### src/rtl/clkdiv_pkg.sv
// clkdiv_pkg: FSM state encoding and ratio-validity helper shared by the divider scheduler and the divider
package clkdiv_pkg;
   typedef logic [2:0] state_t;
   localparam logic [2:0] ST_IDLE   = 3'd0;
   localparam logic [2:0] ST_DRAIN  = 3'd1;
   localparam logic [2:0] ST_GATE   = 3'd2;
   localparam logic [2:0] ST_LOAD   = 3'd3;
   localparam logic [2:0] ST_RESUME = 3'd4;
   function automatic logic ratio_ok(input logic [31:0] r);
      return r >= 32'd2;
   endfunction
endpackage

### src/rtl/clkdiv_cfg_sched_if.sv
// clkdiv_cfg_sched_if: requester-side bundle, per-requester ratio requests in, one-hot ack and err out
interface clkdiv_cfg_sched_if #(
   parameter int WIDTH = 8,
   parameter int NREQ  = 4
);
   logic [NREQ-1:0]       req;
   logic [NREQ*WIDTH-1:0] req_ratio;
   logic [NREQ-1:0]       ack;
   logic                  err;
   modport master (output req, req_ratio, input ack, err);
   modport slave  (input req, req_ratio, output ack, err);
endinterface

### src/rtl/clkdiv_rr_arb.sv
// clkdiv_rr_arb: combinational round-robin arbiter, first set request at or after the pointer wins
module clkdiv_rr_arb #(
   parameter int NREQ = 4,
   localparam int IW  = $clog2(NREQ)
) (
   input  logic [NREQ-1:0] req_i,
   input  logic [IW-1:0]   ptr_i,
   output logic [NREQ-1:0] gnt_o,
   output logic [IW-1:0]   idx_o,
   output logic            vld_o
);
   logic hit;
   // scan requesters starting at the pointer, wrapping, and keep the first hit
   always_comb begin
      hit   = 1'b0;
      gnt_o = '0;
      idx_o = '0;
      for (int i = 0; i < NREQ; i++) begin
         if (!hit && req_i[(int'(ptr_i) + i) % NREQ]) begin
            hit = 1'b1;
            idx_o = IW'((int'(ptr_i) + i) % NREQ);
            gnt_o[(int'(ptr_i) + i) % NREQ] = 1'b1;
         end
      end
      vld_o = hit;
   end
endmodule

### src/rtl/clkdiv_cfg_sched.sv
// clkdiv_cfg_sched: arbitrates divider ratio changes and sequences drain/gate/load/resume (optional CLKDIV_CFG_TIMEOUT_EN adds a DRAIN timeout)
module clkdiv_cfg_sched
   import clkdiv_pkg::*;
#(
   parameter int WIDTH       = 8,
   parameter int NREQ        = 4,
   parameter int STALL       = 2,
   parameter int RESET_RATIO = 2,
   parameter int TIMEOUT     = 255
) (
   input  logic               clk,
   input  logic               reset_n,
   input  logic               run,
   input  logic               div_clk_fb,
   clkdiv_cfg_sched_if.slave  cfg,
   output logic               div_enable,
   output logic [WIDTH-1:0]   div_ratio,
   output logic               busy
`ifdef CLKDIV_CFG_TIMEOUT_EN
   ,
   output logic               timeout
`endif
);
   localparam int IW   = $clog2(NREQ);
   localparam int CMAX = (STALL > TIMEOUT) ? STALL : TIMEOUT;
   localparam int CW   = $clog2(CMAX + 1);

   state_t           state_q, state_d;
   logic [IW-1:0]    ptr_q, ptr_d, idx_q, idx_d;
   logic [WIDTH-1:0] lat_q, lat_d, ratio_q, ratio_d;
   logic [NREQ-1:0]  ack_q, ack_d;
   logic             err_q, err_d, en_q, en_d;
   logic [CW-1:0]    cnt_q, cnt_d;
   logic [NREQ-1:0]  ggnt;
   logic [IW-1:0]    gidx;
   logic             gvld, to;
   logic [WIDTH-1:0] gratio;

   clkdiv_rr_arb #(.NREQ(NREQ)) u_arb (
      .req_i (cfg.req),
      .ptr_i (ptr_q),
      .gnt_o (ggnt),
      .idx_o (gidx),
      .vld_o (gvld)
   );

   assign gratio = cfg.req_ratio[int'(gidx)*WIDTH +: WIDTH];

`ifdef CLKDIV_CFG_TIMEOUT_EN
   assign to      = (state_q == ST_DRAIN) && div_clk_fb && (cnt_q == CW'(TIMEOUT - 1));
   assign timeout = to;
`else
   assign to = 1'b0;
`endif

   // next-state logic: grant in IDLE, then walk the change sequence and schedule the ack pulse
   always_comb begin
      state_d = state_q;
      ptr_d   = ptr_q;
      idx_d   = idx_q;
      lat_d   = lat_q;
      ratio_d = ratio_q;
      cnt_d   = cnt_q;
      ack_d   = '0;
      err_d   = 1'b0;
      case (state_q)
         ST_IDLE: begin
            if (gvld) begin
               ptr_d = (int'(gidx) == NREQ - 1) ? '0 : gidx + 1'b1;
               idx_d = gidx;
               lat_d = gratio;
               cnt_d = '0;
               if (!ratio_ok(32'(gratio))) begin
                  ack_d = ggnt;
                  err_d = 1'b1;
               end else if (gratio == ratio_q) begin
                  ack_d = ggnt;
               end else begin
                  state_d = ST_DRAIN;
               end
            end
         end
         ST_DRAIN: begin
`ifdef CLKDIV_CFG_TIMEOUT_EN
            cnt_d = cnt_q + 1'b1;
`endif
            if (!div_clk_fb || to) begin
               state_d = ST_GATE;
               cnt_d   = '0;
            end
         end
         ST_GATE: begin
            cnt_d   = cnt_q + 1'b1;
            state_d = (cnt_q == CW'(STALL - 1)) ? ST_LOAD : ST_GATE;
         end
         ST_LOAD: begin
            ratio_d = lat_q;
            ack_d   = NREQ'(1) << idx_q;
            state_d = ST_RESUME;
         end
         default: state_d = ST_IDLE;
      endcase
      en_d = !((state_d == ST_GATE) || (state_d == ST_LOAD));
   end

   // state and datapath registers, asynchronously returned to the reset values
   always_ff @(posedge clk or negedge reset_n) begin
      if (!reset_n) begin
         state_q <= ST_IDLE;
         ptr_q   <= '0;
         idx_q   <= '0;
         lat_q   <= '0;
         ratio_q <= WIDTH'(RESET_RATIO);
         cnt_q   <= '0;
         ack_q   <= '0;
         err_q   <= 1'b0;
         en_q    <= 1'b1;
      end else begin
         state_q <= state_d;
         ptr_q   <= ptr_d;
         idx_q   <= idx_d;
         lat_q   <= lat_d;
         ratio_q <= ratio_d;
         cnt_q   <= cnt_d;
         ack_q   <= ack_d;
         err_q   <= err_d;
         en_q    <= en_d;
      end
   end

   assign cfg.ack    = ack_q;
   assign cfg.err    = err_q;
   assign div_enable = run & en_q;
   assign div_ratio  = ratio_q;
   assign busy       = (state_q != ST_IDLE);
endmodule

### src/flat_wrapper.sv
// flat-port wrapper written by rule: the top's interface ports become plain ports
module clkdiv_cfg_sched_flat import clkdiv_pkg::*;
#(
   parameter int WIDTH       = 8,
   parameter int NREQ        = 4,
   parameter int STALL       = 2,
   parameter int RESET_RATIO = 2,
   parameter int TIMEOUT     = 255
)
  (clk, reset_n, run, div_clk_fb, div_enable, div_ratio, busy, cfg_req, cfg_req_ratio, cfg_ack, cfg_err);
  clkdiv_cfg_sched_if #(.WIDTH(WIDTH), .NREQ(NREQ)) cfg_i ();
  input  logic clk;
  input  logic reset_n;
  input  logic run;
  input  logic div_clk_fb;
  output logic div_enable;
  output logic [WIDTH-1:0] div_ratio;
  output logic busy;
  input wire logic [$bits(cfg_i.req)-1:0] cfg_req;
  input wire logic [$bits(cfg_i.req_ratio)-1:0] cfg_req_ratio;
  output wire logic [$bits(cfg_i.ack)-1:0] cfg_ack;
  output wire logic [$bits(cfg_i.err)-1:0] cfg_err;
  assign cfg_i.req = cfg_req;
  assign cfg_i.req_ratio = cfg_req_ratio;
  assign cfg_ack = cfg_i.ack;
  assign cfg_err = cfg_i.err;
  clkdiv_cfg_sched #(.WIDTH(WIDTH), .NREQ(NREQ), .STALL(STALL), .RESET_RATIO(RESET_RATIO), .TIMEOUT(TIMEOUT)) u_core (.clk(clk), .reset_n(reset_n), .run(run), .div_clk_fb(div_clk_fb), .cfg(cfg_i), .div_enable(div_enable), .div_ratio(div_ratio), .busy(busy));
endmodule
### config.mk
export PLATFORM = sky130hd
export DESIGN_NAME = clkdiv_cfg_sched_flat
export DESIGN_NICKNAME = d
export VERILOG_FILES = /design/src/rtl/clkdiv_pkg.sv /design/src/rtl/clkdiv_cfg_sched_if.sv /design/src/rtl/clkdiv_rr_arb.sv /design/src/rtl/clkdiv_cfg_sched.sv /design/src/flat_wrapper.sv
export SDC_FILE = /design/constraint.sdc
export NUM_CORES = 1
export LEC_CHECK = 0
export CAP_MARGIN = 20
export CORE_AREA = 2 2 52 103
export DETAILED_ROUTE_END_ITERATION = 8
export DIE_AREA = 0 0 54 105
export PLACE_DENSITY_LB_ADDON = 0.12
export SYNTH_ARGS = -nofsm -noshare
export SYNTH_HDL_FRONTEND = slang
export SYNTH_SLANG_ARGS = --single-unit
### constraint.sdc
create_clock -name clk -period 4.9 [get_ports clk]
set_clock_uncertainty 0.05 [all_clocks]
set_input_delay 0.98 -clock clk [delete_from_list [all_inputs] [get_ports clk]]
set_output_delay 0.98 -clock clk [all_outputs]
set_load 0.005 [all_outputs]
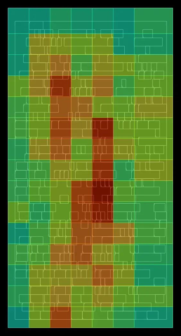
(run_1/final_congestion.png)
global-route track usage on met3: 0.0186
final core utilization: 0.638
average routed wire per standard cell: 14.7 um
busiest layer in global routing: met2

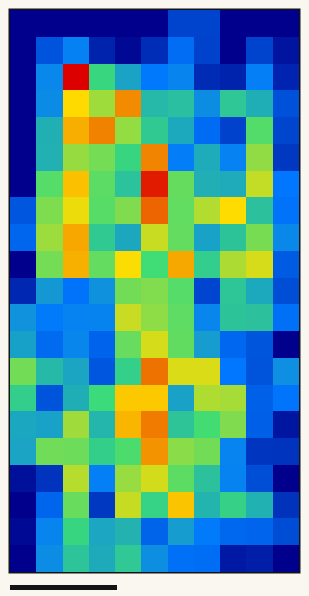
(run_1/wire_density.png)
Scale bar: 20 um. 11 x 21 tiles, from dark blue (low) to red (high), scaled to the fullest tile. Values are wire area over tile area, all layers added.
tiles over half the peak = 32%
fullest tile = 0.39
nearly empty tiles = 10%

==> run summary, run 1 <==
Implementation numbers.

- The area taken by sequential standard cells is reported as 928 um2.
- The total leakage power is around 1.4 nW.
- In the final report, the number of hold violations comes to 0.
- The critical path buffer and inverter count is 1.
- The layout summary lists the proportion of cells stronger than drive strength 1 as 0.114.
- The share of total power dissipated in sequential elements is 0.278.
- The compound-gate portion of the synthesized area is 0.125.
- The number of levels the H-tree was split into is 2.
- In the final layout, excluding clock inverters the inverter count is 7.
- The sum of routed wire length over all layers is about 5300 um.
- The final count of negative-setup-slack endpoints is 0.
- Max fanout on the critical path was recorded as 12.
- The antenna diode count is 0.
- Using the TritonRoute via totals, the vias-per-cell ratio works out to 5.58.
- The highest-delay cell along the critical path is mux2i_1.
- By area the synthesized netlist is led by dfrtp_1, nand2_1, mux2i_1, ha_1, nor2_1.
- Per the cell usage report, the commonest logic cell in the layout is nand2_1.
- The remaining global-route overflow is 0.
- Among all flip-flop cells after synthesis, the most frequent one is dfrtp_1.
- Of the synthesized area, sequential elements account for 0.384.
- The die outline height is 105 um.
- The flow reports power dissipated in sequential cells as 0.509 mW.
- The overall die width is 54 um.
- The yosys warning tally is 0.
- Once layout is complete, the cells apart from fillers number 363.
- The synthesis stat section lists a flop and latch total of 37.
- After layout, the clock buffer instance count stands at 7.
- The highest clock rate is 0.235 GHz.
- Summing all placed instances gives a cell area of 0.00299 mm2.
- By count the netlist is led by nand2_1, dfrtp_1, nor2_1, mux2i_1, ha_1.
- In this run, power in combinational logic comes to roughly 1.1 mW.
- The HPWL after detailed placement is 4210 um.
- The multi-input combinational cells in the finished layout cover a total of between 0.001 and 0.0015 mm2.
- The mux contribution to synthesized area is 0.146.
- The pre-CTS setup check shows a worst slack of 0.380 ns.
- The total CTS buffers is 5.
- The kind of start point of the critical path is an input pin.
- The top cell types in the final layout, fill and taps aside, are nand2_1, clkdlybuf4s50_1, dfrtp_1.
- The initial standard-cell utilization of the core is 0.497.
- The fraction of power spent switching nets is 0.415.
- The post-synthesis chip area from yosys is between 0.002 and 0.0025 mm2.
- Summing over the stages, the warning tally comes to 34.
- For the clock group, total power comes out at around 0.27 mW.
- The clock share of power is 0.147.
- Yosys reported that registers with async set or reset make up 1.00.
- The count of multi-input combinational gates is 197.
- Summed over all routing layers, the global router reports a total usage of 0.205.
- The number of nets handed over by synthesis was 302.
- The post-synthesis xor/xnor area fraction is 0.0471.
- The initial antenna violation count is 0.
- For this run, global-route usage on met1 was measured as 0.227.
- The number of gates resized after CTS is 0.
- For the worst-skew pair, the clock arrives at the later sink with an insertion delay of 0.28 ns.
- Per the final report, the share of cell area in non-clock buffers is 0.181.
- The flow ran to the end, and the final reports show no timing, DRC or antenna violations.
- Entering global routing, the biggest net connects 38 pins.
- The count of hold-fix buffers inserted at cts is 0.
- The number of sinks driven by the clock tree is 37.
- Across the run, the number of max-cap violations was 0.
- In this run the worst hold path is classified as reg -> reg.
- The adder and majority gate portion of the synthesized area is 0.0569.
- The portion of the clock cycle consumed by the worst path in the final layout is 0.868.
- The post-route standard cell area excluding fillers is 0.00310 mm2.
- In this run, synthesis inferred 0 flip-flops with an integrated enable.
- The type of the setup path with the least slack is in -> reg.
- The detailed route wirelength on metal3 is 141 um.
- The part of the power in combinational logic is 0.575.
- The tightest hold path in the finished design has a slack of between 0.4 and 0.5 ns.
- The cell count after synthesis is 251.
- On the critical path the data arrives at roughly 4.4 ns.
- Per the OpenROAD floorplan log, the area of the core is 0.00486 mm2.
- The last weighted congestion value of the routability-driven placer is 0.795.
- The clock input transition at the sequential cells of the worst setup and hold paths is approximately 0.07 ns.
- The maximum count of clock buffers along a single path is 2.
- The first detailed-routing pass took 4 iterations.
- Per the final report, the share of cell area in clock cells is 0.0375.
- Looking at the group totals, the largest power group turns out to be combinational logic.
- The area share of the largest cell type after synthesis is 0.362.
- Per the detail_route log, the uppermost layer with routed signals is met4.
- The final max-slew violation count recorded for this run is 0.
- For reference, the top logic cell family by area is simple AND/OR/NAND/NOR gates.
- The measured slew at the worst slew-check pin is 0.929 ns.
- Among all stages on the critical path, the maximum delay recorded is 0.72 ns.
- Setup repair after global routing left no endpoint under its margin.
- The first global-routing pass estimated about 8900 um of wire.
- After synthesis, the netlist uses 50 different library cells.
- The cell sitting at the root of the clock tree is a clkbuf_8.
- The library cell with the largest summed area after synthesis is dfrtp_1.
- Per the power-grid run, VDD falls by no more than 0.000366 V.
- The die outline area is around 0.0057 mm2.
- The final layout report lists a non-clock buffer count of 57.
- Data on the critical path is required at its endpoint by 5.04 ns.
- met2 track demand over resource after global routing is 0.379.
- The total instance count after detailed placement is 355.
- A synthesized cell averages 9.63 um2.
- The yosys stat cell total is 251.
- The via count of the routed design is 2,026.
- In this run the post-CTS setup repair buffer count came out at 0.
- The sum of routed wire segments on met1 is around 2000 um.
- The total power per unit cell area is 591 mW/mm2.
- The flow inserted 57 tap cells.
- The number of DRC violations after detailed-routing iteration 0 is 43.
- The boundary pin count is 55.
- In this run the core area contains 36 standard-cell rows.
- For the final routed database, the setup TNS stands at 0 ns.
- The net switching power is 0.762 mW.
- Per the synthesis report, the simple-gate share of the synthesized area is 0.201.
- Counting the fill cells in the layout gives ~420.
- Per the post-route antenna check, the number of violating nets is 0.
- The net count of the finished layout is approximately 360.
- Per STA, the worst path accumulates the most delay in the family simple AND/OR/NAND/NOR gates.
- The post-synthesis to final-layout area growth is 28.4%.
- Setup slack closes at 0.645 ns.
- The TritonCTS clock tree is yes.
- The dominant cell by count in the synthesized netlist is nand2_1.
- The final sequential cell count is 37.
- By area, the class that comes first in the final layout consists of logic gates.
- The number of buffers added on ports is 54.
- Cell internal power was estimated by the tool at 1.07 mW.
- The script parses the final routing iteration and logs DRC violations as 0.
- Subtracting the final worst setup slack from the clock period gives 4.25 ns.
- The post-synthesis instance area is 0.00242 mm2.
- The relative slew slack is 0.363.
- The element type at the critical path end is a flip-flop.
- The via count of the first global-routing pass came to 1,980.
- The met2 routed wirelength is 3070 um.
- Listed in order, past its start point the critical path passes clkdlybuf4s50_1, mux2i_1, mux2i_1, o21ai_2, nand2_1, nand2_1, or4b_2, a21o_1, o41a_4, o31ai_2.
- Registers represent a cell area share of 0.299.
- The combinational share of cell area is 0.451.
- The power after layout is 1.83 mW.
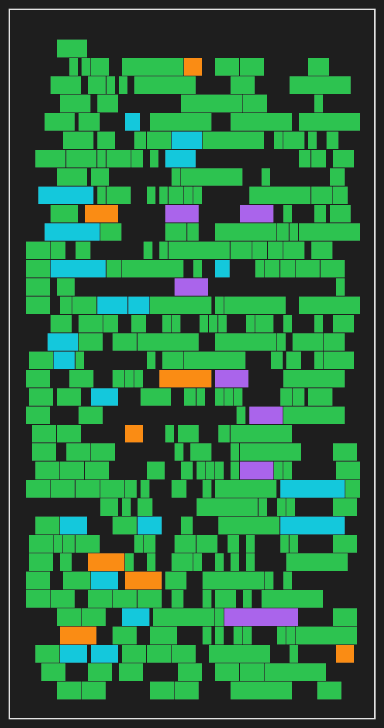
(run_1/drive_strength.png)
orange -> drive 3 to 4  # cells 8, share 2.6%
purple -> drive 6 and up  # cells 7, share 2.3%, most used clkbuf_8
cyan -> drive 2  # cells 20, share 6.5%, most used mux2_2
green -> drive 1 or less  # cells 271, share 89%, most used nand2_1

==> run 1: state kept, by name, indices dropped and copies added (netlist names) <==
register and cells:
u_core.cnt_q 8, u_core.div_ratio 8, u_core.lat_q 8, u_core.cfg.ack 4, u_core.state_q 3, u_core.idx_q 2, u_core.ptr_q 2, u_core.cfg.err 1
u_core.en_q 1
==> run 1: worst paths after layout <==
kind	startpoint	end	slack, ns	depth (start not counted)
min in group asynchronous	reset_n	u_core.div_ratio[7]	1.07	2
max in group asynchronous	reset_n	u_core.en_q	3.38	2
worst min-delay path	u_core.lat_q[2]	u_core.div_ratio[2]	0.41	2
worst max-delay path	cfg_req[2]	u_core.cfg.ack[1]	0.65	10
worst min register to register	u_core.lat_q[2]	u_core.div_ratio[2]	0.41	2
worst max register to register	u_core.ptr_q[1]	u_core.cfg.ack[1]	0.85	11
## Run 2: what changed since run 1
--- a/config.mk
+++ b/config.mk
@@ -9,7 +9,9 @@
 export CORE_AREA = 2 2 52 103
 export DETAILED_ROUTE_END_ITERATION = 8
 export DIE_AREA = 0 0 54 105
+export GPL_TIMING_DRIVEN = 1
 export PLACE_DENSITY_LB_ADDON = 0.12
+export SLEW_MARGIN = 5
 export SYNTH_ARGS = -nofsm -noshare
 export SYNTH_HDL_FRONTEND = slang
 export SYNTH_SLANG_ARGS = --single-unit
==> run 2 against run 1 <==
Hold slack did not move. Register-to-register slack barely moved. Via count did not move. Final area did not move. Clock power barely moved. Die size did not move. Synthesized area did not move. Setup slack did not move. Count of clock-buffer cells in the layout did not move. Core utilization did not move. Sequential cell count did not move. Critical endpoint unchanged.
==> run summary, run 2 <==
Implementation numbers.

- The maximum count of clock buffers along a single path is 2 (unchanged).
- The run finished with clean final reports.
- The clock share of power is 0.147 (about the same).
- The count of plain and timing-repair buffers in the layout is 57 (unchanged).
- The die outline height was 105 um (unchanged).
- The critical path buffer and inverter count is 1 (unchanged).
- The critical-path maximum fanout is 12 (unchanged).
- The remaining antenna violation count came to 0 (unchanged).
- Sorting the synthesized cells by area gives the leading types as dfrtp_1, nand2_1, mux2i_1, ha_1, nor2_1.
- The clock input transition at the sequential cells of the worst setup and hold paths was 0.07 ns (about the same).
- The layout net count was 356 (unchanged).
- The portion of the clock cycle consumed by the worst path in the final layout is 0.868 (unchanged).
- The top routing layer in use is met4.
- Following the worst setup path forward leads to its endpoint at u_core.cfg.ack[1].
- The most common logic cells in the final layout are nand2_1, clkdlybuf4s50_1, dfrtp_1.
- The count of multi-input combinational gates is 197 (unchanged).
- The final count of negative-setup-slack endpoints is 0 (unchanged).
- The number of sinks driven by the clock tree is 37 (unchanged).
- The sum of net half-perimeters after detailed placement came to 4210 um (unchanged).
- The area-dominant cell class after layout is logic gates.
- The worst reg-to-reg path cell count is 11 (unchanged).
- The sum of routed wire segments on met1 came to 2060 um (unchanged).
- The worst slack after detailed placement is 0.380 ns (unchanged).
- The yosys stat cell total was 251 (unchanged).
- The data arrival time of the critical path is 4.40 ns (about the same).
- The post-synthesis to final-layout area growth is 28.4% (unchanged).
- The global routing usage on met1 came to 0.227 (unchanged).
- The post-layout worst setup margin is 0.645 ns (unchanged).
- The TritonCTS clock tree is yes.
- The relative area of clock buffers and inverters in the final design came to 0.0375 (unchanged).
- The post-synthesis chip area from yosys is 0.00242 mm2 (unchanged).
- The flip-flop and latch count after synthesis came to 37 (unchanged).
- The non-clock buffering overhead in the final layout came to 0.181 (unchanged).
- The post-synthesis instance area was 0.00242 mm2 (unchanged).
- The highest clock rate is 0.235 GHz (unchanged).
- The boundary pin count is 55 (unchanged).
- Broken down by cell family, the worst path's largest delay share belongs to simple AND/OR/NAND/NOR gates.
- The via count of the routed design came to 2,026 (unchanged).
- The number of gates resized after CTS is 0 (unchanged).
- The synthesized area divided by synthesized cell count is 9.63 um2 (unchanged).
- The sum of routed wire length over all layers is 5350 um (unchanged).
- The standard-cell row count is 36 (unchanged).
- The sequential share of cell area is 0.299 (unchanged).
- The power consumed by combinational cells was 1.06 mW (about the same).
- The launch point of the worst register-to-register path is recorded as u_core.ptr_q[1].
- The synthesis run shows the most used standard cells to be nand2_1, dfrtp_1, nor2_1, mux2i_1, ha_1.
- The number of tap cells added at floorplan is 57 (unchanged).
- The power drawn by the clock network came to 0.270 mW (about the same).
- The final-layout clock buffer total was 7 (unchanged).
- The final sequential cell count is 37 (unchanged).
- The sequential standard cell area was 928 um2 (unchanged).
- The final-report hold violation count was 0 (unchanged).
- The antenna diode count was 0 (unchanged).
- The number of violations of the max-capacitance limit came to 0 (unchanged).
- The count of hold-fix buffers inserted at cts is 0 (unchanged).
- The total negative setup slack is 0 ns (unchanged).
- The global-route total usage across every layer is 0.205 (unchanged).
- The part of the power in combinational logic is 0.575 (about the same).
- The number of levels the H-tree was split into is 2 (unchanged).
- The type of the setup path with the least slack is in -> reg.
- The last weighted congestion value of the routability-driven placer is 0.795 (unchanged).
- The final-layout fill cell count came to 423 (unchanged).
- The critical path data required time is 5.04 ns (about the same).
- The met2 routed wirelength is 3070 um (unchanged).
- The post-layout utilization of the core is 0.638 (unchanged).
- The net switching power is 0.762 mW (unchanged).
- STA lists the endpoint of the worst register-to-register path as u_core.cfg.ack[1].
- The routing usage on met3 is 0.0186 (unchanged).
- The fraction of power spent switching nets was 0.415 (unchanged).
## run 2: cell counts after synthesis
No cell type changed its count.
## run 2: stage by stage
step	power (mW)	instance area (um2)	cells	hold slack, ns
CTS	1.85	3100	363	0.411
finish	1.83	3100	363	0.410
global placement	1.55	2990	355	0.395
detailed placement	1.58	2990	355	0.400
floorplan	1.31	2420	251	0.379
global route	1.99	3100	363	0.424
## run 2: cells by family (layout without fill, tap and decap cells)
kind of cell / count (synthesis) / after routing / synth area share
flops: 37 / 37 / 0.384
fa+ha+maj: 11 / 11 / 0.0569
buf+inv: 17 / 72 / 0.0388
mux: 29 / 29 / 0.146
compound gates: 39 / 39 / 0.125
simple gates: 105 / 105 / 0.201
xor+xnor: 13 / 13 / 0.0471
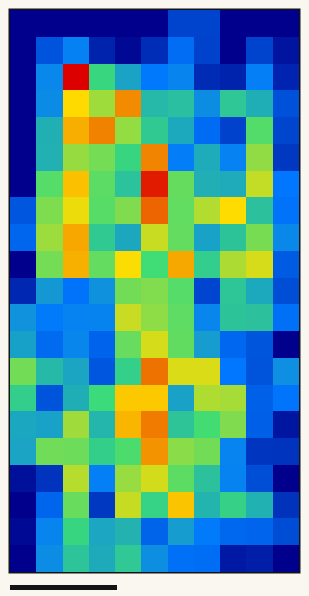
(run_2/wire_density.png)
Scale bar: 20 um. 11 x 21 tiles, from dark blue (low) to red (high), scaled to the fullest tile. Values are wire area over tile area, all layers added.
fullest tile = 0.39
nearly empty tiles = 10%
mean over tiles = 0.15

## Run 3: what changed since run 2
--- a/config.mk
+++ b/config.mk
@@ -6,9 +6,11 @@
 export NUM_CORES = 1
 export LEC_CHECK = 0
 export CAP_MARGIN = 20
-export CORE_AREA = 2 2 52 103
+export CELL_PAD_IN_SITES_DETAIL_PLACEMENT = 1
+export CELL_PAD_IN_SITES_GLOBAL_PLACEMENT = 1
+export CORE_AREA = 2 2 60 118
 export DETAILED_ROUTE_END_ITERATION = 8
-export DIE_AREA = 0 0 54 105
+export DIE_AREA = 0 0 62 120
 export GPL_TIMING_DRIVEN = 1
 export PLACE_DENSITY_LB_ADDON = 0.12
 export SLEW_MARGIN = 5
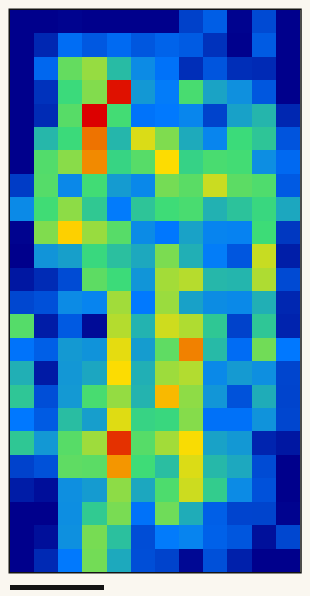
(run_3/wire_density.png)
Scale bar: 20 um. 12 x 24 tiles, from dark blue (low) to red (high), scaled to the fullest tile. Values are wire area over tile area, all layers added.
nearly empty tiles = 11%
emptiest ninth of the die = south-east
mean over tiles = 0.13
tiles over half the peak = 27%
fullest tile = 0.39
WL final: 6200 um
overall track demand over capacity in global routing: 0.185

==> run 3 against run 2 <==
Synthesized area stayed put. Core utilization is 16 points lower. Combinational power barely moved. Critical path depth stayed put. Global-route usage down 2.1 points. Setup slack worse by 0.091 ns. Cell count rose by 8.3%. Hold slack better by 0.00072 ns. Register-to-register slack got worse by 0.16 ns. Sequential share of layout area fell by 0.46 points. Sequential power hardly changed. Largest cell class unchanged. Largest power group unchanged.
==> run summary, run 3 <==
Implementation numbers.

- The number of gates resized after CTS is 0 (unchanged).
- The critical path data required time is 5.04 ns (about the same).
- Among the non-sequential cells, simple AND/OR/NAND/NOR gates take the most area.
- The post-synthesis xor/xnor area fraction came to 0.0471 (unchanged).
- The clock input transition at the sequential cells of the worst setup and hold paths is 0.05 ns (-0.02 ns).
- The final-report hold violation count is 0 (unchanged).
- The total negative setup slack was 0 ns (unchanged).
- The worst slack after detailed placement was 0.206 ns (-0.174 ns).
- The maximum count of clock buffers along a single path came to 2 (unchanged).
- The flow ran to the end, and the final reports show no timing, DRC or antenna violations.
- The met2 usage in global routing is 0.327.
- The met2 routed wirelength came to 3540 um (+15%).
- The mux contribution to synthesized area is 0.146 (unchanged).
- The compound-gate portion of the synthesized area came to 0.125 (unchanged).
- The instance count along the most critical hold path is 1.
- The count of hold-fix buffers inserted at cts is 0 (unchanged).
- The relative slew slack is 0.388.
- The post-synthesis instance area is 0.00242 mm2 (unchanged).
- The family with the most delay on the worst path is simple AND/OR/NAND/NOR gates.
- By area the synthesized netlist is led by dfrtp_1, nand2_1, mux2i_1, ha_1, nor2_1.
- The boundary pin count is 55 (unchanged).
- The total instance count after detailed placement is 385 (+8.5%).
- The number of sinks driven by the clock tree is 37 (unchanged).
- The portion of the clock cycle consumed by the worst path in the final layout came to 0.887 (+0.0186).
- The placement-stage cell area was 0.00301 mm2 (+0.88%).
- The critical path is of the in -> reg type.
- The sum of routed wire segments on met1 came to 2340 um (+14%).
- The longest incremental delay of any stage on the critical path is reported as 0.69 ns.
- Per the synth stats, the proportion of register bits with asynchronous set or reset is 1.00.
- The routing usage on met3 was 0.0216 (+0.00298).
- The critical path buffer and inverter count came to 1 (unchanged).
- The via count of the routed design is 2,044 (+0.89%).
- The standard-cell row count is 42 (+17%).
- In the layout the commonest cells are nand2_1, clkdlybuf4s50_1, dfrtp_1.
- The worst reg-to-reg path cell count is 11 (unchanged).
- Per the run report, area growth between synthesis and finish was 30.4%.
- In this run the critical register-to-register path is captured at u_core.cfg.ack[1].
- The final count of negative-setup-slack endpoints is 0 (unchanged).
- The post-layout utilization of the core is 0.480 (-0.158).
- The sum of net half-perimeters after detailed placement was 4960 um (+18%).
- The adder and majority gate portion of the synthesized area is 0.0569 (unchanged).
- The area fraction in and, or, nand and nor cells after synthesis came to 0.201 (unchanged).
- The data arrival time of the critical path came to 4.49 ns (+0.09 ns).
- The number of violations of the max-capacitance limit is 0 (unchanged).
- The critical-path maximum fanout was 12 (unchanged).
- The power after layout is 1.89 mW (+2.9%).
- The synthesized area divided by synthesized cell count came to 9.63 um2 (unchanged).
- Counting instances in the post-synthesis netlist gives the leading cell types as nand2_1, dfrtp_1, nor2_1, mux2i_1, ha_1.
- The TritonCTS clock tree is yes.
- The source of the worst register-to-register timing path is u_core.ptr_q[1].
- The post-route standard cell area excluding fillers is 0.00315 mm2 (+1.6%).
- The remaining antenna violation count came to 0 (unchanged).
- The last weighted congestion value of the routability-driven placer came to 0.775 (-2.6%).
- The layout net count is 355 (-0.28%).
- In this run the top signal layer used is met4.
- The most critical setup path has its endpoint at u_core.cfg.ack[1].
- The highest clock rate came to 0.230 GHz (-2.1%).
- The yosys stat cell total is 251 (unchanged).
- The flip-flop and latch count after synthesis is 37 (unchanged).
- The post-layout worst setup margin is 0.554 ns (-0.0910 ns).
- The count of non-filler cells in the finished layout came to 393 (+8.3%).
- The worst hold slack came to 0.411 ns (+0.000717 ns).
- The global routing usage on met1 is 0.196 (-0.0305).
- The antenna diode count was 0 (unchanged).
-- run 3: report_power, final --
group,internal [mW],switching [mW]
registers,0.417,0.0950
clock network,0.187,0.121
logic,0.491,0.577
total,1.09,0.793
-- run 3: layout make-up --
| class | instances | area [um2] |
|---|---|---|
| Multi-Input combinational cell | 197 | 1400 |
| Tap cell | 88 | 110 |
| Clock buffer | 6 | 129 |
| Timing Repair Buffer | 56 | 551 |
| Fill cell | 766 | 3420 |
| Sequential cell | 37 | 928 |
| Inverter | 7 | 26.3 |
| Clock inverter | 2 | 10.0 |
No activity file was given, so power comes from the tool's default toggle rates.
